`config.mk`:
```
export PLATFORM = sky130hd
export DESIGN_NAME = dmem_arbiter_flat
export DESIGN_NICKNAME = d
export VERILOG_FILES = /design/src/rtl/dmem_arbiter_if.sv /design/src/rtl/dmem_arbiter.sv /design/src/flat_wrapper.sv
export SDC_FILE = /design/constraint.sdc
export NUM_CORES = 1
export LEC_CHECK = 0
export ABC_AREA = 0
export CAP_MARGIN = 15
export CORE_AREA = 2 2 115 117
export DETAILED_ROUTE_END_ITERATION = 7
export DIE_AREA = 0 0 117 119
export GPL_ROUTABILITY_DRIVEN = 0
export HOLD_SLACK_MARGIN = 0.15
export PLACE_DENSITY = 0.62
export SLEW_MARGIN = 20
export SYNTH_ARGS = -nofsm -noshare
export SYNTH_HDL_FRONTEND = slang
export SYNTH_SLANG_ARGS = --single-unit
```
`constraint.sdc`:
```
create_clock -name clk -period 1.75 [get_ports clk]
set_clock_uncertainty 0.1 [all_clocks]
set_input_delay 0.35 -clock clk [delete_from_list [all_inputs] [get_ports clk]]
set_output_delay 0.35 -clock clk [all_outputs]
set_load 0.005 [all_outputs]
```
`src/rtl/dmem_arbiter_if.sv`:
```
// Data-memory arbiter bus bundle: CPU MEM-stage port, loader/debug port and
// the single-ported synchronous memory port. The arbiter takes the slave
// view; the surrounding pipeline, loader and memory take the master view.
interface dmem_arbiter_if #(
   parameter int DATA_W = 32,
   parameter int ADDR_W = 32
);
   // CPU MEM-stage port
   logic              cpu_rd;
   logic              cpu_wr;
   logic [ADDR_W-1:0] cpu_addr;
   logic [DATA_W-1:0] cpu_wdata;
   logic              cpu_stall;
   logic [DATA_W-1:0] cpu_rdata;
   logic              cpu_rvalid;

   // loader / debug port
   logic              ld_req;
   logic              ld_we;
   logic [ADDR_W-1:0] ld_addr;
   logic [DATA_W-1:0] ld_wdata;
   logic              ld_ack;
   logic [DATA_W-1:0] ld_rdata;

   // memory port
   logic              mem_en;
   logic              mem_we;
   logic [ADDR_W-1:0] mem_addr;
   logic [DATA_W-1:0] mem_wdata;
   logic [DATA_W-1:0] mem_rdata;

   // status
   logic              err;

   modport slave (
      input  cpu_rd, cpu_wr, cpu_addr, cpu_wdata,
      input  ld_req, ld_we, ld_addr, ld_wdata,
      input  mem_rdata,
      output cpu_stall, cpu_rdata, cpu_rvalid,
      output ld_ack, ld_rdata,
      output mem_en, mem_we, mem_addr, mem_wdata,
      output err
   );

   modport master (
      output cpu_rd, cpu_wr, cpu_addr, cpu_wdata,
      output ld_req, ld_we, ld_addr, ld_wdata,
      output mem_rdata,
      input  cpu_stall, cpu_rdata, cpu_rvalid,
      input  ld_ack, ld_rdata,
      input  mem_en, mem_we, mem_addr, mem_wdata,
      input  err
   );
endinterface

```
`src/rtl/dmem_arbiter.sv`:
```
// Two-requester arbiter in front of a single-ported synchronous data memory.
// The CPU normally wins; a pending loader is forced through after STARVE_LIM
// consecutive CPU wins. The grant decision and the memory port are purely
// combinational so a CPU access issues in the same cycle it is presented.
// Responses come back one cycle after issue, steered by per-requester
// pending flags.
module dmem_arbiter #(
   parameter int DATA_W     = 32,
   parameter int ADDR_W     = 32,
   parameter int STARVE_LIM = 3
) (
   input  logic          clk,
   input  logic          reset_n,
   dmem_arbiter_if.slave bus
);

   localparam int CNT_W = (STARVE_LIM < 1) ? 1 : $clog2(STARVE_LIM + 1);
   localparam logic [CNT_W-1:0] LIM_C = CNT_W'(STARVE_LIM);

   // local copies of the bus inputs
   logic              cpu_rd;
   logic              cpu_wr;
   logic [ADDR_W-1:0] cpu_addr;
   logic [DATA_W-1:0] cpu_wdata;
   logic              ld_req;
   logic              ld_we;
   logic [ADDR_W-1:0] ld_addr;
   logic [DATA_W-1:0] ld_wdata;
   logic [DATA_W-1:0] mem_rdata;

   assign cpu_rd    = bus.cpu_rd;
   assign cpu_wr    = bus.cpu_wr;
   assign cpu_addr  = bus.cpu_addr;
   assign cpu_wdata = bus.cpu_wdata;
   assign ld_req    = bus.ld_req;
   assign ld_we     = bus.ld_we;
   assign ld_addr   = bus.ld_addr;
   assign ld_wdata  = bus.ld_wdata;
   assign mem_rdata = bus.mem_rdata;

   // state
   logic [CNT_W-1:0]  starve_cnt_reg, starve_cnt_next;
   logic              ld_pend_reg;      // loader access issued last cycle (ack pending)
   logic              ld_rd_pend_reg;   // ...and it was a read
   logic              cpu_rd_pend_reg;  // CPU read issued last cycle
   logic [DATA_W-1:0] ld_rdata_reg;     // last loader read data, held between reads
   logic              err_reg;

   // grant decision
   logic cpu_req;
   logic ld_elig;
   logic ld_grant;
   logic cpu_grant;
   logic starved;

   // Arbitration: CPU by default, loader when the CPU is idle or the loader
   // has been starved long enough. Everything is gated by reset_n so the
   // memory port is quiet for the whole time reset is held.
   always_comb begin
      cpu_req   = cpu_rd | cpu_wr;
      ld_elig   = ld_req & ~ld_pend_reg;
      starved   = (starve_cnt_reg == LIM_C);
      ld_grant  = reset_n & ld_elig & (~cpu_req | starved);
      cpu_grant = reset_n & cpu_req & ~ld_grant;
   end

   // Memory port mux: driven straight from whichever requester won. A
   // simultaneous rd+wr from the CPU is issued as a write.
   always_comb begin
      bus.mem_en    = 1'b0;
      bus.mem_we    = 1'b0;
      bus.mem_addr  = '0;
      bus.mem_wdata = '0;
      if (cpu_grant) begin
         bus.mem_en    = 1'b1;
         bus.mem_we    = cpu_wr;
         bus.mem_addr  = cpu_addr;
         bus.mem_wdata = cpu_wdata;
      end else if (ld_grant) begin
         bus.mem_en    = 1'b1;
         bus.mem_we    = ld_we;
         bus.mem_addr  = ld_addr;
         bus.mem_wdata = ld_wdata;
      end
   end

   // Requester-side outputs. Read data is taken directly from the memory in
   // the response cycle; the loader's copy falls back to the held register
   // outside its read-ack cycle.
   always_comb begin
      bus.cpu_stall  = cpu_req & ld_grant;
      bus.cpu_rvalid = cpu_rd_pend_reg;
      bus.cpu_rdata  = cpu_rd_pend_reg ? mem_rdata : '0;
      bus.ld_ack     = ld_pend_reg;
      bus.ld_rdata   = (ld_pend_reg & ld_rd_pend_reg) ? mem_rdata : ld_rdata_reg;
      bus.err        = err_reg;
   end

   // Starvation counter: counts CPU wins over an eligible loader, saturating
   // at the limit; cleared once the loader is served or withdraws.
   always_comb begin
      starve_cnt_next = starve_cnt_reg;
      if (!ld_req || ld_grant) begin
         starve_cnt_next = '0;
      end else if (cpu_grant && ld_elig && !starved) begin
         starve_cnt_next = starve_cnt_reg + 1'b1;
      end
   end

   // Arbitration state and response-pending flags; async reset drops any
   // in-flight response so nothing is reported after release.
   always_ff @(posedge clk or negedge reset_n) begin
      if (!reset_n) begin
         starve_cnt_reg  <= '0;
         ld_pend_reg     <= 1'b0;
         ld_rd_pend_reg  <= 1'b0;
         cpu_rd_pend_reg <= 1'b0;
      end else begin
         starve_cnt_reg  <= starve_cnt_next;
         ld_pend_reg     <= ld_grant;
         ld_rd_pend_reg  <= ld_grant & ~ld_we;
         cpu_rd_pend_reg <= cpu_grant & ~cpu_wr;
      end
   end

   // Hold the last loader read result so ld_rdata stays stable between reads.
   always_ff @(posedge clk or negedge reset_n) begin
      if (!reset_n) begin
         ld_rdata_reg <= '0;
      end else if (ld_pend_reg && ld_rd_pend_reg) begin
         ld_rdata_reg <= mem_rdata;
      end
   end

   // Sticky protocol error: CPU asserted load and store together.
   always_ff @(posedge clk or negedge reset_n) begin
      if (!reset_n) begin
         err_reg <= 1'b0;
      end else if (cpu_rd && cpu_wr) begin
         err_reg <= 1'b1;
      end
   end

endmodule

```
`src/flat_wrapper.sv`:
```
// flat-port wrapper written by rule: the top's interface ports become plain ports
module dmem_arbiter_flat 
#(
   parameter int DATA_W     = 32,
   parameter int ADDR_W     = 32,
   parameter int STARVE_LIM = 3
)
  (clk, reset_n, bus_cpu_rd, bus_cpu_wr, bus_cpu_addr, bus_cpu_wdata, bus_ld_req, bus_ld_we, bus_ld_addr, bus_ld_wdata, bus_mem_rdata, bus_cpu_stall, bus_cpu_rdata, bus_cpu_rvalid, bus_ld_ack, bus_ld_rdata, bus_mem_en, bus_mem_we, bus_mem_addr, bus_mem_wdata, bus_err);
  dmem_arbiter_if #(.DATA_W(DATA_W), .ADDR_W(ADDR_W)) bus_i ();
  input  logic clk;
  input  logic reset_n;
  input wire logic [$bits(bus_i.cpu_rd)-1:0] bus_cpu_rd;
  input wire logic [$bits(bus_i.cpu_wr)-1:0] bus_cpu_wr;
  input wire logic [$bits(bus_i.cpu_addr)-1:0] bus_cpu_addr;
  input wire logic [$bits(bus_i.cpu_wdata)-1:0] bus_cpu_wdata;
  input wire logic [$bits(bus_i.ld_req)-1:0] bus_ld_req;
  input wire logic [$bits(bus_i.ld_we)-1:0] bus_ld_we;
  input wire logic [$bits(bus_i.ld_addr)-1:0] bus_ld_addr;
  input wire logic [$bits(bus_i.ld_wdata)-1:0] bus_ld_wdata;
  input wire logic [$bits(bus_i.mem_rdata)-1:0] bus_mem_rdata;
  output wire logic [$bits(bus_i.cpu_stall)-1:0] bus_cpu_stall;
  output wire logic [$bits(bus_i.cpu_rdata)-1:0] bus_cpu_rdata;
  output wire logic [$bits(bus_i.cpu_rvalid)-1:0] bus_cpu_rvalid;
  output wire logic [$bits(bus_i.ld_ack)-1:0] bus_ld_ack;
  output wire logic [$bits(bus_i.ld_rdata)-1:0] bus_ld_rdata;
  output wire logic [$bits(bus_i.mem_en)-1:0] bus_mem_en;
  output wire logic [$bits(bus_i.mem_we)-1:0] bus_mem_we;
  output wire logic [$bits(bus_i.mem_addr)-1:0] bus_mem_addr;
  output wire logic [$bits(bus_i.mem_wdata)-1:0] bus_mem_wdata;
  output wire logic [$bits(bus_i.err)-1:0] bus_err;
  assign bus_i.cpu_rd = bus_cpu_rd;
  assign bus_i.cpu_wr = bus_cpu_wr;
  assign bus_i.cpu_addr = bus_cpu_addr;
  assign bus_i.cpu_wdata = bus_cpu_wdata;
  assign bus_i.ld_req = bus_ld_req;
  assign bus_i.ld_we = bus_ld_we;
  assign bus_i.ld_addr = bus_ld_addr;
  assign bus_i.ld_wdata = bus_ld_wdata;
  assign bus_i.mem_rdata = bus_mem_rdata;
  assign bus_cpu_stall = bus_i.cpu_stall;
  assign bus_cpu_rdata = bus_i.cpu_rdata;
  assign bus_cpu_rvalid = bus_i.cpu_rvalid;
  assign bus_ld_ack = bus_i.ld_ack;
  assign bus_ld_rdata = bus_i.ld_rdata;
  assign bus_mem_en = bus_i.mem_en;
  assign bus_mem_we = bus_i.mem_we;
  assign bus_mem_addr = bus_i.mem_addr;
  assign bus_mem_wdata = bus_i.mem_wdata;
  assign bus_err = bus_i.err;
  dmem_arbiter #(.DATA_W(DATA_W), .ADDR_W(ADDR_W), .STARVE_LIM(STARVE_LIM)) u_core (.clk(clk), .reset_n(reset_n), .bus(bus_i));
endmodule
```
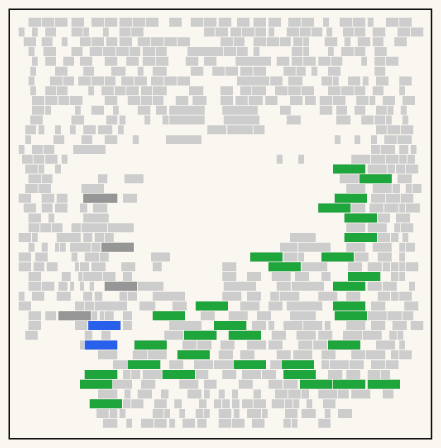
Run 1: register map, names as in the netlist
Other sequential cells in the stronger grey, the rest of the logic in the fainter grey.
Key: green = `u_core.ld_rdata_reg` [sequential cells 32]; blue = `u_core.starve_cnt_reg` [sequential cells 2]
Another 4 sequential cells are not coloured.
final core occ: 52.1%
Seq power: 0.975 mW
Seq/total area: 14.2%
register area: 952 um2

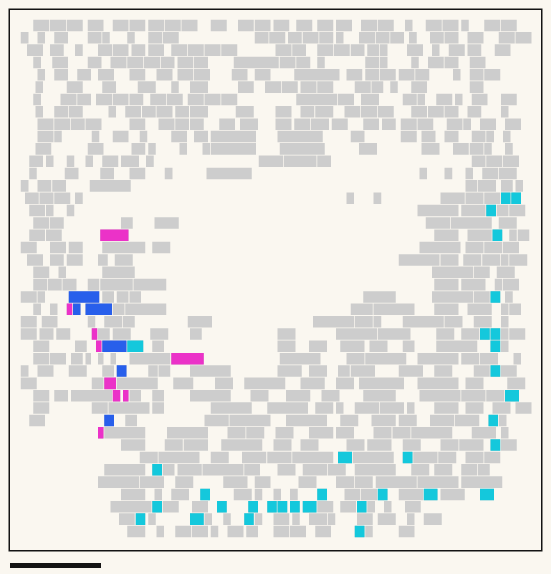
Run 1: selected gate families
Bar = 20 um.
Key: blue = aoi and oai cells [cells 6, most used o22ai_1, where west]; cyan = and/or cells [cells 33, most used and2_1]; magenta = nand cells [cells 9, most used nand2_1]
multi-input combinational area share: 22.0%
most frequent logic cell in the layout: clkdlybuf4s50_1
Finished Layout Cells: 777

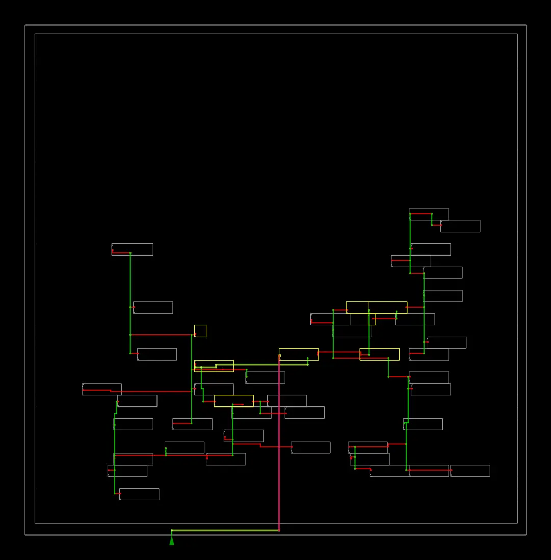
Run 1: clock routing
num sequential: 38
Latency at later pin: 270 ps
clock sinks: 38
clkbuf count: 6

==> qor.yml, run 1 <==
run_status:
  status: "finished with violations"
  violations: "setup timing"
worst_setup_path:
  worst-path-buf-inv: 5
  path_depth: 9
  slowest_delay_ps: 410
  rrSetupSlack_ps: 90
  slowest_stage: "dfrtp_1"
  cp_cell_sequence: "ha_4, o21bai_4, nand3_4, inv_8, buf_12, buf_6, buf_6, a22o_1, buf_2"
  required_ps: 1300
synthesis:
  syn_nets: 379
  topCombFamilyByArea: "AND-OR/OR-AND gates"
  yosysUniqueCellTypes: 24
  synth-warning-count: 0
  avgSynthCellArea_um2: 11.2
  synth_cells: 212
  compound_area_share_pct: 26.2
  synth.yosys.seq_area_share_pct: 40.1
  simple_gate_area_share_pct: 11.8
place:
  preCtsSetupSlack_ps: -976
  dp_cells: 682
drt:
  drc: 0
power_and_ir_drop:
  power_frac_seq_pct: 30.5
  comb_power_share_pct: 41.1
  swShare_pct: 25.4
  p_switching_mw: 0.813
  p_clk_mw: 0.907
  cellPowerDensity_nw_per_um2: 477
  intPower_mw: 2.38
clocking:
  clk_pin_slew_worst_paths_ps: 60
  clock_path_buffers: 2
  postCtsHoldBufs: 1
cells_and_area:
  drive_above_1_share_pct: 46.8
  largest_class: "non-clock buffers"
  logic_gate_count: 152
  largest_reg_flops: 32
  layout_top_cells: "162 x clkdlybuf4s50_1, 82 x buf_6, 81 x buf_2"
  buffers: 401
  nNetsFinal: 767
grt:
  overflow: 0
  grt_start_max_net_pins: 39
  grt_use_met1_pct: 26.5
  grt_busiest_layer: "met2"
  grt_pass1_wl_mm: 21.4
  antenna_found_initial: 0
run:
  tool_warnings: 29
sta:
  setup_slack_ps: -691
  fin_crit_ps: 2440
  tns_ps: -45730
  setup_viol: 99
die:
  num_rows: 42
  n_tap_cell: 176
  num_io_pins: 300
==> run 1: Yosys cell counts, drive strengths merged <==
cell type	count
a21oi	1
dfrtp	38
a22o	64
a21o	2
and2b	1
nand3b	1
o21bai	1
inv	2
clkbuf	4
buf	16
o21ai	1
nand3	2
and2	32
mux2	32
o2111ai	1
o22ai	2
nand2	6
nor2	3
nor2b	2
ha	1
==> run 1: per-stage QoR <==
stage / utilization (%) / hold slack, ps / power, mW
3_5_place_dp: 43.7 / 259 / 2.14
2_1_floorplan: - / -45.6 / 1.26
5_1_grt: 52.1 / 226 / 3.35
6_report: 52.1 / 177 / 3.20
4_1_cts: 51.2 / 192 / 3.18
3_3_place_gp: 43.7 / 245 / 2.13
Run 1, routed metal, one colour a layer:
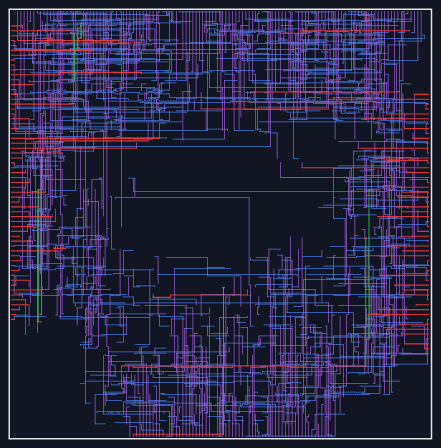

==> run 2, diff against run 1 <==
GPL_TIMING_DRIVEN = 0   (was unset)
SLEW_MARGIN = unset   (was 20)
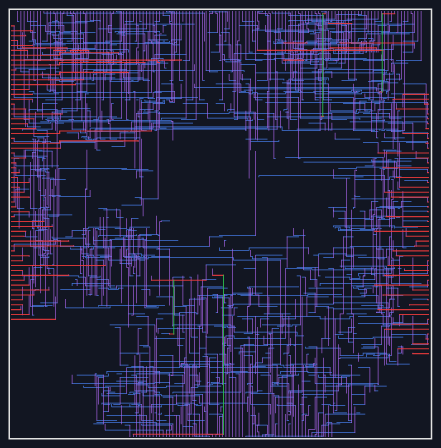
Run 2: routed metal, one colour a layer
Key: red = metal 3 [wire length 1010 um]; blue = metal 1 [wire length 5400 um]; green = metal 4 [wire length 110 um]; purple = metal 2 [wire length 6750 um]
DRT Wirelength: 13.3 mm
Via Count: 3213
WL/cell: 17.7 um

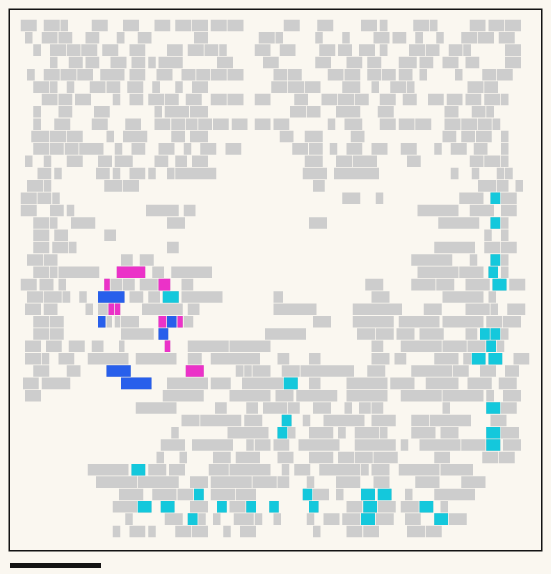
Run 2: selected gate families
Bar = 20 um.
Key: blue = aoi and oai cells [cells 6, most used o22ai_1, where west]; magenta = nand cells [cells 9, most used nand2_1]; cyan = and/or cells [cells 33]

==> qor.yml, run 2 <==
cells_and_area:
  mostFrequentLayoutCell: "clkdlybuf4s50_1"
  sh_seq_area_pct: 15.2  # +1.0 points
  final-clk-cell-share_pct: 3.10
  buffers: 372  # -7.2%
  seq_area_um2: 952  # unchanged
  clock_buffers: 5  # -1
  syn2layout_area_growth_pct: 164
  logic_area_um2: 1460
  layout.cells.non_filler: 748  # -3.7%
  nNetsFinal: 738  # -3.8%
  logic_gate_count: 152  # unchanged
  layout_top_cells: "162 x clkdlybuf4s50_1, 63 x a22o_1, 58 x buf_2"
  largest_reg_flops: 32  # unchanged
  flops: 38  # unchanged
  drive_above_1_share_pct: 46.9  # +0.098 points
  largest_class: "non-clock buffers"
  sh_comb_area_pct: 23.3  # +1.4 points
  fin_util_pct: 48.6  # -3.5 points
power_and_ir_drop:
  peakVddDrop_uv: 484
  p_clk_mw: 1.17  # +29%
  comb_power_share_pct: 35.7  # -5.4 points
  seq-power_mw: 0.972  # about the same
  pwr-share-clk_pct: 35.1
  finalPower_mw: 3.33  # +4.3%
  cellPowerDensity_nw_per_um2: 533  # +12%
  intPower_mw: 2.56  # +7.2%
  p_switching_mw: 0.778  # -4.2%
  swShare_pct: 23.3  # -2.1 points
  power_frac_seq_pct: 29.1  # -1.4 points
clocking:
  cts_root_buffer: "clkbuf_16"
  clkLatencyLatePin_ps: 280  # about the same
  clk_pin_slew_worst_paths_ps: 60  # about the same
  cts_tree: "yes"
  clock_path_buffers: 2  # unchanged
  cts_sinks: 38  # unchanged
synthesis:
  synth-warning-count: 0  # unchanged
  avgSynthCellArea_um2: 11.2  # unchanged
  synth-seq-cells: 38
  ys_sh_mux_pct: 15.2
  synthTopCellsByCount: "64 x a22o_1, 38 x dfrtp_1, 32 x and2_1, 32 x mux2_2, 8 x buf_2"
  synth.yosys.seq_area_share_pct: 40.1  # unchanged
  topCombFamilyByArea: "AND-OR/OR-AND gates"
  simple_gate_area_share_pct: 11.8  # unchanged
  synthArstFlopShare_pct: 100  # unchanged
  yosysUniqueCellTypes: 24  # unchanged
  syn_nets: 379  # unchanged
  fa_ha_area_share_pct: 0.528
  compound_area_share_pct: 26.2  # unchanged
  synth_cells: 212  # unchanged
  yosys.area.top_type: "dfrtp_1"
  top_cell: "a22o_1"
  synth-edff-count: 0  # unchanged
  ff_type: "dfrtp_1"
sta:
  setup_slack_ps: -543  # +148 ps
  setup_viol: 100  # +1.0%
  timing.hold.ws_ps: 353  # +176 ps
  tns_ps: -39890  # +5830 ps
  fin_crit_ps: 2290  # -148 ps
die:
  die_area_um2: 13900
  num_io_pins: 300  # unchanged
  n_tap_cell: 176  # unchanged
  num_rows: 42  # unchanged
worst_setup_path:
  crit_start: "u_core.starve_cnt_reg[1]$_DFFE_PN0P_"
  path_max_fanout: 5
  rrSetupSlack_ps: 100  # about the same
  crit_type: "flop to output port"
  cp_cell_sequence: "ha_4, o21bai_4, nand3_4, inv_6, clkbuf_16, buf_8, a22o_1, buf_2"
  required_ps: 1300  # about the same
  slowest_delay_ps: 420  # about the same
  ff2ff_path_depth: 7
  slowest_stage: "dfrtp_1"
  reg2reg_from: "u_core.bus.ld_ack$_DFF_PN0_"
grt:
  grt_start_max_net_pins: 16  # -59%
  overflow: 0  # unchanged
  grt_pass1_vias: 3373
  antenna_found_initial: 0  # unchanged
  grt_pass1_wl_mm: 18.7  # -13%
hold_path:
  worstHoldEndpoint: "u_core.bus.cpu_rvalid$_DFF_PN0_"
  timing.hold.worst_path_depth: 2
run_status:
  violations: "setup timing"
  status: "finished with violations"
drt:
  drc: 0  # unchanged
  vias_per_cell: 4.30
run:
  tool_warnings: 29  # unchanged
place:
  dp_cells: 688  # +0.88%
  port_buffers: 299
  preCtsSetupSlack_ps: -1220  # -240 ps
## run 2: timing repair
item,in CTS,in global routing
endpoints found under the hold margin,38,0
cloned,9,4
gates resized,453,154
pin swaps,17,13
buffers inserted,26,18
endpoints found under the setup margin,133,132
hold buffers,2,0
## run 2: worst max-delay path, delay by kind of cell (launching register included)
kind	cells	cell delay (ps)
buf+inv	4	470
flops	1	420
compound gates	2	390
fa+ha+maj	1	190
simple gates	1	90
## run 2: layer usage
| metal | up-vias | global-route usage [%] | routed length, um |
|---|---|---|---|
| met3 | 8 | 4.89 | 1010 |
| met4 | 0 | 2.72 | 109 |
| met5 | - | 0 | 0 |
| met1 | 1542 | 21.9 | 5400 |
| met2 | 144 | 30.7 | 6750 |
| li1 | 1519 | - | - |
Run 2, clock routing:
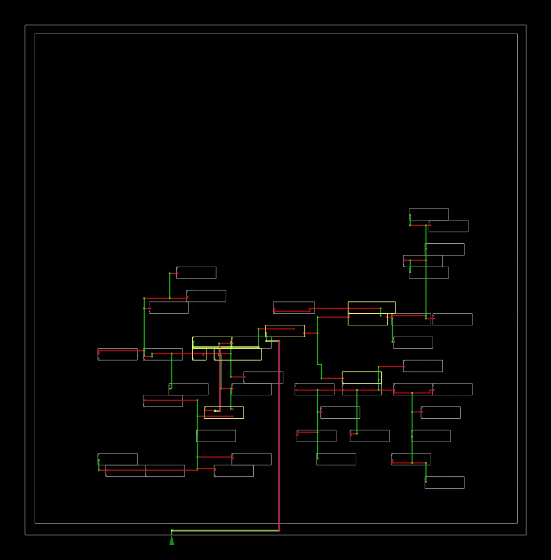

==> run 3, diff against run 2 <==
CORE_AREA = 2 2 117 119   (was 2 2 115 117)
DIE_AREA = 0 0 119 121   (was 0 0 117 119)
PLACE_DENSITY = 0.58   (was 0.62)
clock period = 2.2 ns   (was 1.75 ns; I/O delays follow)
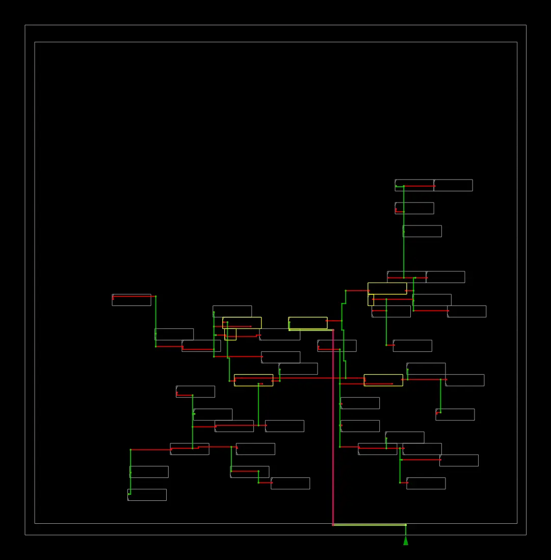
Run 3: clock routing
total CTS buffers: 5
P_clk: 0.672 mW

==> qor.yml, run 3 <==
run_status:
  status: "finished with violations"
  violations: "setup timing"
place:
  preCtsSetupSlack_ps: -824  # +391 ps
  dp_cells: 688  # unchanged
worst_setup_path:
  slowest_stage: "dfrtp_1"
  rrSetupSlack_ps: 580  # +480 ps
  crit_type: "flop to output port"
  path_max_fanout: 6  # +1
  ff2ff_path_depth: 7  # unchanged
  reg2reg_from: "u_core.bus.ld_ack$_DFF_PN0_"
  required_ps: 1660  # +360 ps
  cp_cell_sequence: "ha_2, o21bai_4, nand3_4, inv_6, buf_12, buf_8, buf_6, a22o_1, buf_2"
  crit_start: "u_core.starve_cnt_reg[0]$_DFFE_PN0P_"
  slowest_delay_ps: 380  # -40 ps
synthesis:
  synth_cells: 212  # unchanged
  syn_nets: 379  # unchanged
  synthArstFlopShare_pct: 100  # unchanged
  synthTopCellsByCount: "64 x a22o_1, 38 x dfrtp_1, 32 x and2_1, 32 x mux2_2, 8 x buf_2"
  synth-warning-count: 0  # unchanged
  top_cell: "a22o_1"
  yosysUniqueCellTypes: 24  # unchanged
  yosys.area.top_type: "dfrtp_1"
  synth-seq-cells: 38  # unchanged
sta:
  setup_slack_ps: -200  # +343 ps
  fin_crit_ps: 2400
  setup_viol: 71  # -29%
  timing.hold.ws_ps: 210  # -143 ps
cells_and_area:
  drive_above_1_share_pct: 36.7  # -10 points
  nNetsFinal: 728  # -1.4%
  layout_top_cells: "196 x clkdlybuf4s50_1, 64 x a22o_1, 50 x buf_2"
  mostFrequentLayoutCell: "clkdlybuf4s50_1"
  syn2layout_area_growth_pct: 160
power_and_ir_drop:
  finalPower_mw: 2.37  # -29%
  cellPowerDensity_nw_per_um2: 386  # -28%
  power_frac_seq_pct: 32.5  # +3.4 points
  peakVddDrop_uv: 291  # -40%
  seq-power_mw: 0.772  # -21%
die:
  num_rows: 42  # unchanged
drt:
  met2_length_mm: 6.58  # -2.5%
  vias_per_cell: 4.27  # -0.59%
  wl_met1_mm: 5.22  # -3.2%
  dr_wl_met3_um: 867  # -14%
grt:
  antenna_found_initial: 0  # unchanged
  grt_util_met2_pct: 28.8  # -1.9 points
  overflow: 0  # unchanged
  grt_start_max_net_pins: 21  # +5
  grt_busiest_layer: "met2"
clocking:
  cts_root_buffer: "clkbuf_16"
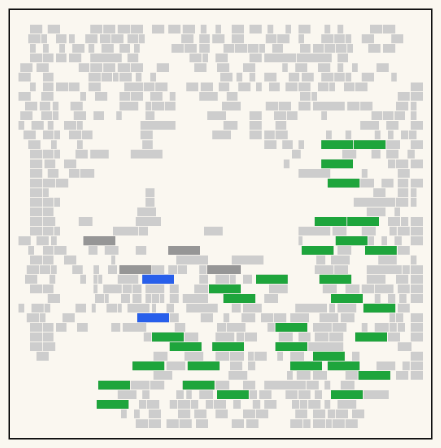
Run 3: register map, names as in the netlist
Other sequential cells in the stronger grey, the rest of the logic in the fainter grey.
Key: green = `u_core.ld_rdata_reg` [sequential cells 32]; blue = `u_core.starve_cnt_reg` [sequential cells 2]
Another 4 sequential cells are not coloured.
Seq/total area: 15.5%
final core occ: 47.0%

-- run 3: cell families (layout without fill, tap and decap cells) --
family	count (synthesis)	in the layout	synth area share, %
flip-flops	38	38	40.1
AND-OR/OR-AND	72	72	26.2
multiplexers	32	32	15.2
buffers and inverters	22	371	6.12
AND/OR/NAND/NOR	47	47	11.8
adder cells (fa/ha/maj)	1	1	0.528
-- run 3: final cells by class --
cell class,instances,area (um2)
fillers,1263,6930
repair buffers,344,3210
multi-input cells,152,1400
flip-flops and latches,38,952
plain buffers,18,224
well taps,176,220
clock buffers,6,129
inverters,2,12.5
clock inverters,1,7.51
-- run 3: repair_timing --
action	in CTS	in global routing
setup buffers	20	12
resized	336	115
hold endpoints to repair	8	0
gates cloned	6	5
endpoints found under the setup margin	129	121
hold buffers	2	0
pin swaps	16	15
No activity file was given, so power comes from the tool's default toggle rates.
